Routed clock nets over the placement:
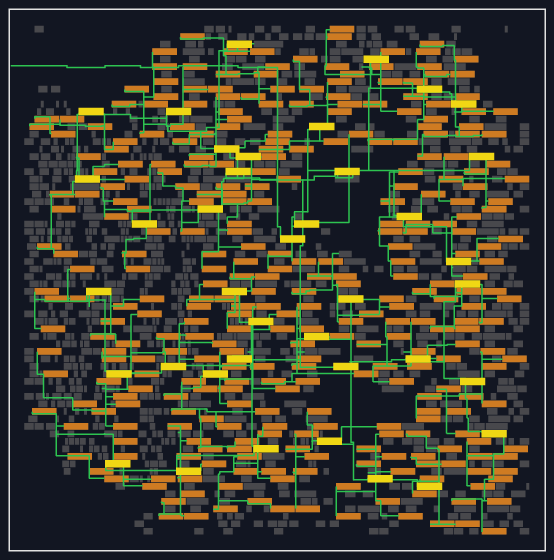
Metal 2:
Scale bar: 50 µm.
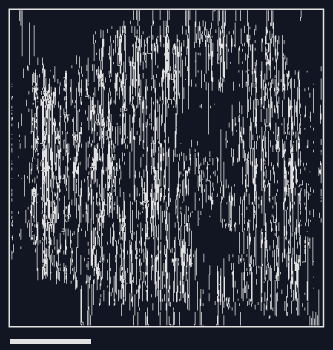
## config.mk

```make
export PLATFORM = sky130hd
export DESIGN_NAME = ifu_prefetch
export DESIGN_NICKNAME = d
export VERILOG_FILES = /design/src/rtl/ifu_prefetch.sv
export SDC_FILE = /design/constraint.sdc
export NUM_CORES = 1
export LEC_CHECK = 0
export CAP_MARGIN = 20
export CORE_AREA = 5 5 189 191
export CTS_CLUSTER_DIAMETER = 80
export DETAILED_ROUTE_END_ITERATION = 6
export DIE_AREA = 0 0 194 196
export PLACE_DENSITY = 0.66
export SYNTH_ARGS = -nofsm -noshare
export SYNTH_HDL_FRONTEND = slang
export SYNTH_SLANG_ARGS = --single-unit
```

## constraint.sdc

```tcl
create_clock -name clk -period 5 [get_ports clk]
set_input_delay 0.5 -clock clk [delete_from_list [all_inputs] [get_ports clk]]
set_output_delay 0.5 -clock clk [all_outputs]
set_load 0.01 [all_outputs]
```

## src/rtl/ifu_prefetch.sv

```systemverilog
// Instruction fetch unit with a small prefetch queue.
// Issues sequential word fetches under a credit limit and buffers each
// {instruction, pc} pair for the core. A redirect flushes the queue and
// drops every response that was already in flight.
module ifu_prefetch #(
  parameter int unsigned     XLEN     = 32,
  parameter int unsigned     DEPTH    = 4,
  parameter logic [XLEN-1:0] RESET_PC = '0
) (
  input  logic            clk,
  input  logic            rst,
  output logic            imem_req_valid,
  input  logic            imem_req_ready,
  output logic [XLEN-1:0] imem_req_addr,
  input  logic            imem_rsp_valid,
  input  logic [XLEN-1:0] imem_rsp_data,
  output logic            instr_valid,
  input  logic            instr_ready,
  output logic [XLEN-1:0] instr,
  output logic [XLEN-1:0] instr_pc,
  input  logic            redirect_valid,
  input  logic [XLEN-1:0] redirect_pc
);

  localparam int unsigned AW = (DEPTH > 1) ? $clog2(DEPTH) : 1;
  localparam int unsigned CW = $clog2(DEPTH) + 1;
  localparam int unsigned SW = CW + 1;

  typedef enum logic [1:0] {
    S_IDLE  = 2'd0,
    S_FETCH = 2'd1,
    S_DRAIN = 2'd2
  } state_t;

  state_t          r_state;
  logic [XLEN-1:0] r_fetch_pc;
  logic [XLEN-1:0] r_rsp_pc;
  logic [CW-1:0]   r_inflight;
  logic [CW-1:0]   r_discard;
  logic [CW-1:0]   r_occ;
  logic [AW-1:0]   r_head;
  logic [AW-1:0]   r_tail;
  logic [XLEN-1:0] r_q_data [DEPTH];
  logic [XLEN-1:0] r_q_pc   [DEPTH];

  logic            w_redir;
  logic [SW-1:0]   w_pending;
  logic            w_credit;
  logic            w_acc;
  logic            w_drop;
  logic            w_push;
  logic            w_pop;
  logic [CW-1:0]   w_eff_inflight;
  logic [XLEN-1:0] w_target;
  logic            w_unused_pc_lsb;

  // Handshake qualifiers and credit check
  assign w_redir        = redirect_valid & (r_state != S_IDLE);
  assign w_pending      = SW'(r_occ) + SW'(r_inflight);
  assign w_credit       = (w_pending < SW'(DEPTH));
  assign imem_req_valid = (r_state == S_FETCH) & w_credit & ~redirect_valid;
  assign imem_req_addr  = r_fetch_pc;
  assign w_acc          = imem_req_valid & imem_req_ready;
  assign w_drop         = imem_rsp_valid & ((r_discard != '0) | w_redir);
  assign w_push         = imem_rsp_valid & ~w_drop;
  assign w_pop          = instr_valid & instr_ready & ~w_redir;
  assign w_eff_inflight = r_inflight - CW'(imem_rsp_valid);
  assign w_target       = {redirect_pc[XLEN-1:2], 2'b00};
  assign w_unused_pc_lsb = ^redirect_pc[1:0];

  // Head of queue presented straight from the register array
  assign instr_valid = (r_occ != '0);
  assign instr       = instr_valid ? r_q_data[r_head] : '0;
  assign instr_pc    = instr_valid ? r_q_pc[r_head]   : '0;

  // Fetch control: state, PC tracking and in-flight / discard accounting
  always_ff @(posedge clk or negedge rst) begin
    if (!rst) begin
      r_state    <= S_IDLE;
      r_fetch_pc <= RESET_PC;
      r_rsp_pc   <= RESET_PC;
      r_inflight <= '0;
      r_discard  <= '0;
    end else begin
      r_inflight <= r_inflight + CW'(w_acc) - CW'(imem_rsp_valid);

      if (w_redir) begin
        r_fetch_pc <= w_target;
      end else if (w_acc) begin
        r_fetch_pc <= r_fetch_pc + XLEN'(4);
      end

      if (w_redir) begin
        r_rsp_pc <= w_target;
      end else if (w_push) begin
        r_rsp_pc <= r_rsp_pc + XLEN'(4);
      end

      if (w_redir) begin
        r_discard <= w_eff_inflight;
      end else if (imem_rsp_valid && (r_discard != '0)) begin
        r_discard <= r_discard - CW'(1);
      end

      case (r_state)
        S_IDLE: begin
          r_state <= S_FETCH;
        end
        S_FETCH: begin
          if (w_redir && (w_eff_inflight != '0)) begin
            r_state <= S_DRAIN;
          end
        end
        S_DRAIN: begin
          if (w_redir) begin
            r_state <= (w_eff_inflight != '0) ? S_DRAIN : S_FETCH;
          end else if (imem_rsp_valid && (r_discard == CW'(1))) begin
            r_state <= S_FETCH;
          end
        end
        default: begin
          r_state <= S_IDLE;
        end
      endcase
    end
  end

  // Prefetch queue: push kept responses at the tail, pop at the head, flush on redirect
  always_ff @(posedge clk or negedge rst) begin
    if (!rst) begin
      r_head <= '0;
      r_tail <= '0;
      r_occ  <= '0;
      for (int unsigned i = 0; i < DEPTH; i++) begin
        r_q_data[i] <= '0;
        r_q_pc[i]   <= '0;
      end
    end else if (w_redir) begin
      r_head <= '0;
      r_tail <= '0;
      r_occ  <= '0;
    end else begin
      if (w_push) begin
        r_q_data[r_tail] <= imem_rsp_data;
        r_q_pc[r_tail]   <= r_rsp_pc;
        r_tail           <= r_tail + AW'(1);
      end
      if (w_pop) begin
        r_head <= r_head + AW'(1);
      end
      r_occ <= r_occ + CW'(w_push) - CW'(w_pop);
    end
  end

  // Credit accounting must make a push into a full queue impossible
  always_ff @(posedge clk) begin
    if (rst) begin
      assert (!(w_push && (r_occ == CW'(DEPTH))));
    end
  end

endmodule

```

==> impl_metrics.csv <==
group,metric,value,unit
drt,wl_met1,16000,µm
worst_setup_path,crit_slowest_cell,"dfrtp_4",
synth,async_flop_share,100,%
clock_network,numCtsBuffers,39,
sta,fmax,273,MHz
layout,sequential_cell_total,323,
layout,clkbuf_count,57,
layout,fillerInstances,2826,
synth,common_cells,"dfrtp_1, mux2_2, and2_1, mux4_2, clkbuf_1",
synth,syn_inst,1151,
worst_setup_path,crit_chain,"buf_4, mux4_2, and2_1, clkdlybuf4s50_1",
grt,grt_use_total,18.1,%
layout,nMultiInputCombCells,735,
synth,mux_share,27.0,%
synth,flop_cell,"dfrtp_1",
run_status,status,"complete, no violations",
layout,buffer_area_share,9.19,%
synth,synth_seq_share,52.9,%
synth,top_area_share,52.9,%
synth,top_area_cell,"dfrtp_1",
drt,drcViolationCount,0,
clock_network,post_cts_resized,0,
worst_setup_path,r2r_slack,1800,ps
synth,xor_share,3.33,%
layout,comb_area,0.00686,mm²
clock_network,clock_path_buffers,3,
clock_network,root_buffer,"clkbuf_16",
synth,yosys_cells,1151,
layout,nNetsFinal,1375,
layout,area_delta_synth_final,21.8,%
worst_setup_path,critPathMaxStageDelay,970,ps
floorplan,fp_util,45.0,%
drt,viasPerCell,5.44,
placement,gp_congestion,0.804,
drt,antenna_left,0,
worst_setup_path,path_max_fanout,37,
drt,wl_met2,16200,µm
worst_setup_path,crit_path_end,"instr[19]",
layout,final_cells,1769,
sta,fin_crit,3670,ps
drt,drt_first_pass_iters,4,
worst_setup_path,crit_buf_inv,2,
synth,logic_family,"multiplexers",
synth,synth_adder_area_share,1.65,%
layout,signal_buffers,170,
Notes on 'routed clock nets over the placement' above:
Green is clock wires, length 4200 µm. Orange is flip-flops, count 323. Yellow is cells driving clock nets, count 39.
There are 40 routed clock nets. Position of the flops: spread over the die.
clock network power: 2.82 mW
clk ins delay skew pair: 510 ps
clk_skew: 10.7 ps
Clk pwr share: 25.6%

Notes on 'metal 2' above:
The wires run mostly vertical. 1238 nets have wire on it. The layer holds 48% of the routed length. The layer carries 16200 µm of wire. The longest straight run is 73.1 µm.
met2 layer usage reported by global route: 29.3%
Routed WL: 34000 µm
DR vias: 9630

==> power breakdown <==
part / switching [mW] / internal, mW
logic: 1.61 / 2.32
registers: 0.788 / 3.49
clock network: 1.07 / 1.75
total: 3.47 / 7.56
==> registers in the layout (all words and copies together) (netlist names) <==
register and cells:
r_tail 2, r_occ 3, r_rsp_pc 30, r_discard 3, r_state 2, imem_req_addr 30
r_inflight 3, r_q_data 128, r_head 2, r_q_pc 120
==> stage by stage <==
stage	setup slack [ps]	total power [mW]	util, %	hold slack [ps]
after floorplan	1960	6.63	-	204
after global placement	1320	8.20	50.9	457
after detailed placement	1260	8.31	50.9	467
after CTS	1230	11.2	54.8	105
after global routing	1120	11.7	54.8	130
final	1330	11.0	54.8	65.6
Power figures rest on the tool's default switching activity, not on a simulated workload.
